## src/rtl/isa_loader.sv

```systemverilog
// isa_loader
// Turns PS/2 set-2 scan codes into 16-bit instruction words and writes them
// into instruction memory at consecutive addresses. The 'r' key reports the
// program length and starts the CPU.
//
// Ports:
//   clk, rst       clock; synchronous active-high reset
//   enable         high while the top-level mode FSM is in ISA/RUN mode
//   scan_valid     one-cycle strobe qualifying scan_code
//   scan_code      PS/2 set-2 byte
//   mem_we         one-cycle instruction memory write strobe
//   mem_addr       write address; the next free slot when idle
//   mem_wdata      instruction word being written
//   cpu_start      one-cycle CPU start pulse
//   prog_len       number of stored words, 0..2^ADDR_W
//   digits         hex digits in the current word, 0..4
//   full           memory full; further writes are refused
//   err            one-cycle pulse on a rejected keystroke
//   running        high while in RUN
//
// state   | meaning
// --------+--------------------------------------------------
// IDLE    | disabled; entering COLLECT clears the program
// COLLECT | assembling hex digits, writing words on Enter
// BREAK   | F0 seen; the next byte (released key) is dropped
// RUN     | CPU launched; all bytes ignored until disabled
module isa_loader #(
    parameter int ADDR_W = 8
) (
    input  logic              clk,
    input  logic              rst,
    input  logic              enable,
    input  logic              scan_valid,
    input  logic [7:0]        scan_code,
    output logic              mem_we,
    output logic [ADDR_W-1:0] mem_addr,
    output logic [15:0]       mem_wdata,
    output logic              cpu_start,
    output logic [ADDR_W:0]   prog_len,
    output logic [2:0]        digits,
    output logic              full,
    output logic              err,
    output logic              running
);

    typedef enum logic [1:0] {S_IDLE, S_COLLECT, S_BREAK, S_RUN} state_t;

    localparam logic [ADDR_W:0] CAP  = {1'b1, {ADDR_W{1'b0}}};
    localparam logic [ADDR_W:0] LAST = CAP - {{ADDR_W{1'b0}}, 1'b1};

    state_t      state;
    logic [15:0] word;
    // Address advances one cycle after the write so mem_addr is stable
    // while mem_we is high.
    logic        inc_pend;

    // Returns {valid, nibble} for a hex key make code.
    function automatic logic [4:0] hex_decode(input logic [7:0] c);
        case (c)
            8'h45: return 5'h10;
            8'h16: return 5'h11;
            8'h1E: return 5'h12;
            8'h26: return 5'h13;
            8'h25: return 5'h14;
            8'h2E: return 5'h15;
            8'h36: return 5'h16;
            8'h3D: return 5'h17;
            8'h3E: return 5'h18;
            8'h46: return 5'h19;
            8'h1C: return 5'h1A;
            8'h32: return 5'h1B;
            8'h21: return 5'h1C;
            8'h23: return 5'h1D;
            8'h24: return 5'h1E;
            8'h2B: return 5'h1F;
            default: return 5'h00;
        endcase
    endfunction

    logic [4:0] hex;
    assign hex = hex_decode(scan_code);

    always_ff @(posedge clk) begin
        if (rst) begin
            state     <= S_IDLE;
            word      <= '0;
            inc_pend  <= 1'b0;
            mem_we    <= 1'b0;
            mem_addr  <= '0;
            mem_wdata <= '0;
            cpu_start <= 1'b0;
            prog_len  <= '0;
            digits    <= '0;
            full      <= 1'b0;
            err       <= 1'b0;
            running   <= 1'b0;
        end else begin
            mem_we    <= 1'b0;
            cpu_start <= 1'b0;
            err       <= 1'b0;
            inc_pend  <= 1'b0;
            if (inc_pend)
                mem_addr <= mem_addr + {{(ADDR_W-1){1'b0}}, 1'b1};

            if (!enable) begin
                state   <= S_IDLE;
                running <= 1'b0;
            end else begin
                case (state)
                    S_IDLE: begin
                        state    <= S_COLLECT;
                        word     <= '0;
                        digits   <= '0;
                        mem_addr <= '0;
                        prog_len <= '0;
                        full     <= 1'b0;
                    end
                    S_COLLECT: begin
                        if (scan_valid) begin
                            if (hex[4]) begin
                                if (digits < 3'd4) begin
                                    word   <= {word[11:0], hex[3:0]};
                                    digits <= digits + 3'd1;
                                end else begin
                                    err <= 1'b1;
                                end
                            end else begin
                                case (scan_code)
                                    8'h66: begin
                                        if (digits != 3'd0) begin
                                            word   <= word >> 4;
                                            digits <= digits - 3'd1;
                                        end
                                    end
                                    8'h5A: begin
                                        if (digits != 3'd0) begin
                                            word   <= '0;
                                            digits <= '0;
                                            if (full) begin
                                                err <= 1'b1;
                                            end else begin
                                                mem_we    <= 1'b1;
                                                mem_wdata <= word;
                                                prog_len  <= prog_len + {{ADDR_W{1'b0}}, 1'b1};
                                                // Last slot: saturate at the top address.
                                                full      <= (prog_len == LAST);
                                                inc_pend  <= (prog_len != LAST);
                                            end
                                        end
                                    end
                                    8'h2D: begin
                                        if (prog_len == '0) begin
                                            err <= 1'b1;
                                        end else begin
                                            cpu_start <= 1'b1;
                                            running   <= 1'b1;
                                            state     <= S_RUN;
                                            word      <= '0;
                                            digits    <= '0;
                                        end
                                    end
                                    8'hF0:   state <= S_BREAK;
                                    default: ;
                                endcase
                            end
                        end
                    end
                    S_BREAK: begin
                        if (scan_valid)
                            state <= S_COLLECT;
                    end
                    S_RUN: ;
                    default: state <= S_IDLE;
                endcase
            end
        end
    end

endmodule

```

## config.mk

```make
export PLATFORM = sky130hd
export DESIGN_NAME = isa_loader
export DESIGN_NICKNAME = d
export VERILOG_FILES = /design/src/rtl/isa_loader.sv
export SDC_FILE = /design/constraint.sdc
export NUM_CORES = 1
export LEC_CHECK = 0
export CAP_MARGIN = 25
export CORE_ASPECT_RATIO = 1.4
export CORE_MARGIN = 4
export CORE_UTILIZATION = 53
export DETAILED_ROUTE_END_ITERATION = 10
export PLACE_DENSITY = 0.83
export SLEW_MARGIN = 30
export SYNTH_ARGS = -nofsm -noshare
export SYNTH_HDL_FRONTEND = slang
export SYNTH_SLANG_ARGS = --single-unit
```

## constraint.sdc

```tcl
create_clock -name clk -period 2.7 [get_ports clk]
set_clock_uncertainty 0.1 [all_clocks]
set_input_delay 0.27 -clock clk [delete_from_list [all_inputs] [get_ports clk]]
set_output_delay 0.27 -clock clk [all_outputs]
set_load 0.01 [all_outputs]
```

run_1/closeup.png
Region (44, 15) to (64, 35) µm. Cells in grey, sequential cells in the stronger grey; small squares are vias.
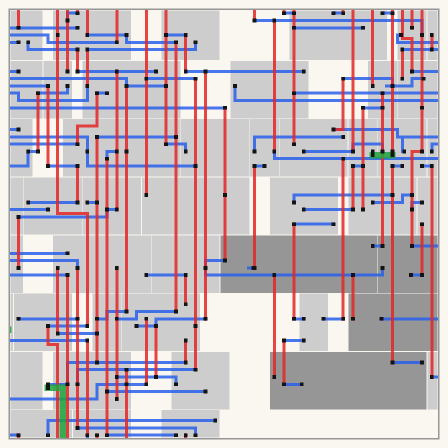
M3 -> green
M1 -> blue
M2 -> red
most frequent = buf_4 (6), nor2_1 (5), nand2_1 (4)
netlist names of flops here include = `mem_addr` (3)
sequential cells in the window = 3
cells with their middle in the window = 35

run_1/layers.png
(4 px per µm)
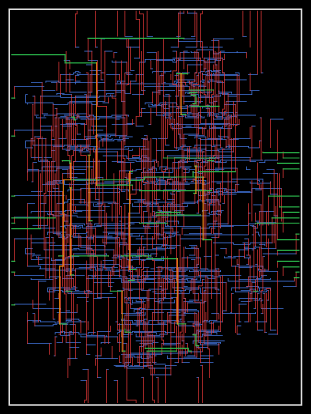
M1 -> blue  # wire length 3180 µm
M3 -> green  # wire length 354 µm
M2 -> red  # wire length 4140 µm
M4 -> orange  # wire length 200 µm

run_1/clock_wires.png
(3 px per µm)
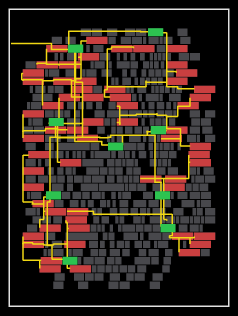
clock wires -> yellow  # length 750 µm
flip-flops -> red  # count 60
clock-net drivers -> green  # count 9
routed clock nets = 10
flops lie = spread over the die
part of the total power dissipated in the clock network: 45.9%
clock latency at the later pin of the worst-skew pair: 0.35 ns
Clock Power: 0.901 mW

==> notes.md, run 1 <==
Results of the implementation run.

The fmax is approximately 420 MHz. The number of failing hold endpoints at the final stage is 0. Clock tree synthesis found a total of around 60 sinks. The relative area change from synthesis to final layout came out at 32.5%. The total standard cell area after synthesis came out at 3100 µm².

The CTS clock-pin slew for the worst setup and hold paths is 0.07 ns. The largest net degree at the start of global routing came out at 28. The utilization after layout is between 70% and 80%.

The total die size came out at between 7000 and 8000 µm². Setup repair after global routing left no endpoint under its margin. The total routing resource utilization after global routing came out at a little under a quarter.

The flow ran to the end, and the final reports show no timing, DRC or antenna violations. The required time of the critical path came out at ~2.8 ns. The placed wire-length estimate is about 5700 µm. The final route contains 2958 vias.

The number of unique standard cell types used by synthesis is between 60 and 70. The power density over the cells is between 400 and 500 nW/µm². The run reported a max-capacitance violation count of 0. The number of placement rows came out at 32.

On the final layout, the worst hold slack is around 0.4 ns. The average wire per cell in the routed design came out at roughly 16 µm. The share of the synthesized area in the top cell type is just under 40%. Per the layout report, the design carries around 430 filler cells. The total overflow left after global routing is 0. Yosys attributes the largest share of cell area to sky130_fd_sc_hd__dfxtp_1 39%, sky130_fd_sc_hd__nor2_1 6.3%, sky130_fd_sc_hd__mux2i_1 6.1%. The commonest register cell is sky130_fd_sc_hd__dfxtp_1.
run 1: final cells by class:
class                           count  area [µm²]  area share [%]
Clock buffer                        9         124            3.01
Inverter                           13        48.8            1.19
Tap cell                           68        85.1            2.07
Multi-Input combinational cell    259        1750            42.6
Sequential cell                    60        1200            29.2
Timing Repair Buffer               86         801            19.5
Clock inverter                      7        98.8            2.40
run 1: kinds of logic (layout without fill, tap and decap cells):
kind of cell,after synthesis,in the layout,share of synthesized area [%]
and+or+nand+nor,144,144,25.2
AOI/OAI and AO/OA,80,80,19.8
DFF,60,60,38.7
buffers and inverters,32,115,4.80
muxes,20,20,6.49
xor gates and xnor gates,8,8,2.26
adders and majority gates,7,7,2.82
run 1: layout by cell type (no fill, tap or decap), types with 6 or more instances in the layout:
cell type	instances
sky130_fd_sc_hd__dfxtp_1	60
sky130_fd_sc_hd__a31oi_1	12
sky130_fd_sc_hd__o2bb2ai_1	13
sky130_fd_sc_hd__nand4_1	6
sky130_fd_sc_hd__nand3_1	7
sky130_fd_sc_hd__ha_1	7
sky130_fd_sc_hd__nor2_1	52
sky130_fd_sc_hd__xor2_1	6
sky130_fd_sc_hd__mux2i_1	19
sky130_fd_sc_hd__buf_4	32
sky130_fd_sc_hd__a21oi_1	12
sky130_fd_sc_hd__o21ai_0	9
sky130_fd_sc_hd__nor2b_1	13
sky130_fd_sc_hd__clkdlybuf4s50_1	52
sky130_fd_sc_hd__nand2_1	24
sky130_fd_sc_hd__and3_1	6
sky130_fd_sc_hd__inv_1	13
sky130_fd_sc_hd__clkbuf_8	9
run 1: final timing paths:
| check | from | end | slack, ns | cells after the start |
|---|---|---|---|---|
| max | scan_code[0] | word[13]$_SDFFE_PP0P_ | 0.32 | 10 |
| min | word[1]$_SDFFE_PP0P_ | word[1]$_SDFFE_PP0P_ | 0.39 | 1 |
| max reg2reg | digits[0]$_SDFFE_PP0P_ | prog_len[5]$_SDFFE_PP0P_ | 0.44 | 9 |
| min reg2reg | word[1]$_SDFFE_PP0P_ | word[1]$_SDFFE_PP0P_ | 0.39 | 1 |
run 1: report_power, final:
| group | switching, mW | internal [mW] |
|---|---|---|
| combinational | 0.0947 | 0.0771 |
| clock | 0.376 | 0.525 |
| sequential | 0.00450 | 0.887 |
| total | 0.475 | 1.49 |
run 1: layer usage:
layer / vias to the layer above / global-route usage, % / share of wire, %
li1: 1434 / - / -
met1: 1409 / 25.0 / 40
met2: 92 / 38.9 / 53
met3: 23 / 6.12 / 4.5
met4: 0 / 13.5 / 2.5
met5: - / 0 / 0
run 1: stage by stage:
stage	power [mW]	instance area (µm²)	worst slack, ns	setup TNS (ns)	cells
final	1.96	4110	0.323	0	502
after global routing	2.04	4110	0.165	0	502
after CTS	1.99	4110	0.332	0	502
after detailed placement	1.08	3890	-0.0380	-0.139	486
after global placement	1.08	3890	0.0162	0	486
after floorplan	1.01	3100	0.529	0	351
run 1: state kept, by name, indices dropped and copies added, names as in the netlist, 2 cells and up:
register / count
digits: 3
mem_addr: 8
mem_wdata: 16
prog_len: 9
state: 2
word: 16
==> inputs of run 2 (changes only) <==
HOLD_SLACK_MARGIN = 0.08   (was default)
run_2/m4.png
(4 px per µm) Cells faint in the background.
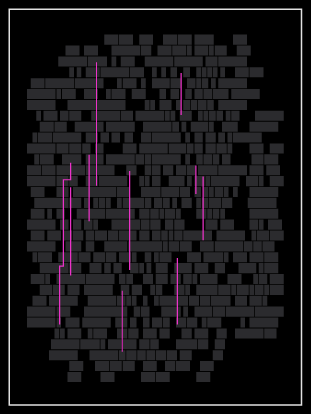
wire length on this layer = 200 µm
share of all routed wire = 2.5%
wire length reported by the detailed router: 7870 µm
number of vias in the routed layout: 2958

run_2/congestion_map.png
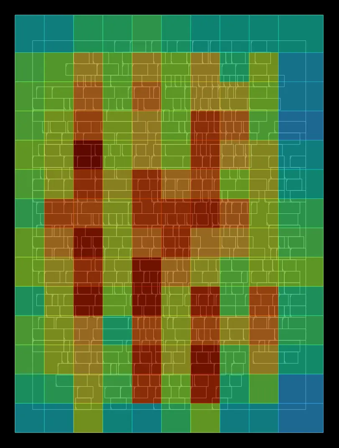
met1 track demand over resource: 25.0%
global-route layer with the greatest usage: met2
mean routed wirelength per cell: 15.7 µm
met2 Use GR: 38.9%

==> run 2 against run 1 <==
Final cell count did not move. Flip-flop count did not move. Combinational power barely moved. Via count did not move. Non-clock buffer count did not move. Core utilization did not move. Setup slack did not move. Critical path depth did not move. Final area did not move. Die size did not move. Synthesized cell count did not move. Largest power group unchanged.
==> notes.md, run 2 <==
Results of the implementation run.

The flow ran to the end, and the final reports show no timing, DRC or antenna violations. The largest net degree at the start of global routing is 28. The placed wire-length estimate is 5750 µm. The most instantiated logic cell after routing is sky130_fd_sc_hd__dfxtp_1. The worst hold-check slack is roughly 0.39 ns.

The CTS log lists the clock sinks for this run as around 60. The total routing resource utilization after global routing is 22.9%. The total of max-cap violations came out at 0.

The required time of the critical path is roughly 2.8 ns. For the worst reg-to-reg path, the startpoint reported by OpenROAD is digits[0]$_SDFFE_PP0P_. The largest registers in the layout are mem_wdata x16, word x16, prog_len x9.

The tally of non-filler cells in the final layout came out at roughly 500. The final power report lists total power as around 2.0 mW. STA on the placed design reports a worst setup slack of -0.0380 ns. The number of fill cells in the layout came out at approximately 430. The number of placement rows is 32. Total power normalized to cell area comes to 478 nW/µm².

In this run the biggest area consumer among cell types represents between 30% and 40% of the synthesized area. Post-synth the commonest register cell is sky130_fd_sc_hd__dfxtp_1. The post-detailed-placement cell area came out at ~4000 µm².
==> run 2: cells by family after synthesis <==
kind of cell | synth area share [%]
compound gates | 19.8
xor+xnor | 2.26
fa+ha+maj | 2.82
buf+inv | 4.80
flops | 38.7
mux | 6.49
simple gates | 25.2
==> run 2: report_power, final <==
part / internal [mW] / switching [mW]
sequential: 0.887 / 0.00450
combinational: 0.0771 / 0.0947
clock: 0.525 / 0.376
==> run 2: area by class of cell <==
cell class,count,area (µm²),area share [%]
multi-input combinational,259,1750,42.6
clock buffer,9,124,3.01
clock inverter,7,98.8,2.40
inverter,13,48.8,1.19
tap,68,85.1,2.07
timing repair buffer,86,801,19.5
sequential,60,1200,29.2
==> run 2: worst paths after layout <==
kind | slack (ns) | depth (start not counted) | endpoint
worst min register to register | 0.39 | 1 | word[1]$_SDFFE_PP0P_
worst min-delay path | 0.39 | 1 | word[1]$_SDFFE_PP0P_
worst max register to register | 0.44 | 9 | prog_len[5]$_SDFFE_PP0P_
worst max-delay path | 0.32 | 10 | word[13]$_SDFFE_PP0P_
==> run 2: layer usage <==
metal / GRT usage (%) / vias to the layer above / wire length (µm)
met4: 13.5 / 0 / 199
met5: 0 / - / 0
met3: 6.12 / 23 / 353
met1: 25.0 / 1409 / 3180
met2: 38.9 / 92 / 4140
li1: - / 1434 / -
==> run 2: critical path, cell delays in order <==
cell	delay, ns
sky130_fd_sc_hd__clkdlybuf4s50_1	0.61
sky130_fd_sc_hd__and2b_1	0.25
sky130_fd_sc_hd__nand3b_1	0.11
sky130_fd_sc_hd__a2111oi_2	0.30
sky130_fd_sc_hd__buf_4	0.19
sky130_fd_sc_hd__nor4b_4	0.05
sky130_fd_sc_hd__o221ai_2	0.26
sky130_fd_sc_hd__a21oi_4	0.10
sky130_fd_sc_hd__buf_12	0.16
sky130_fd_sc_hd__a22o_1	0.22
Power and IR drop assume default switching activity.
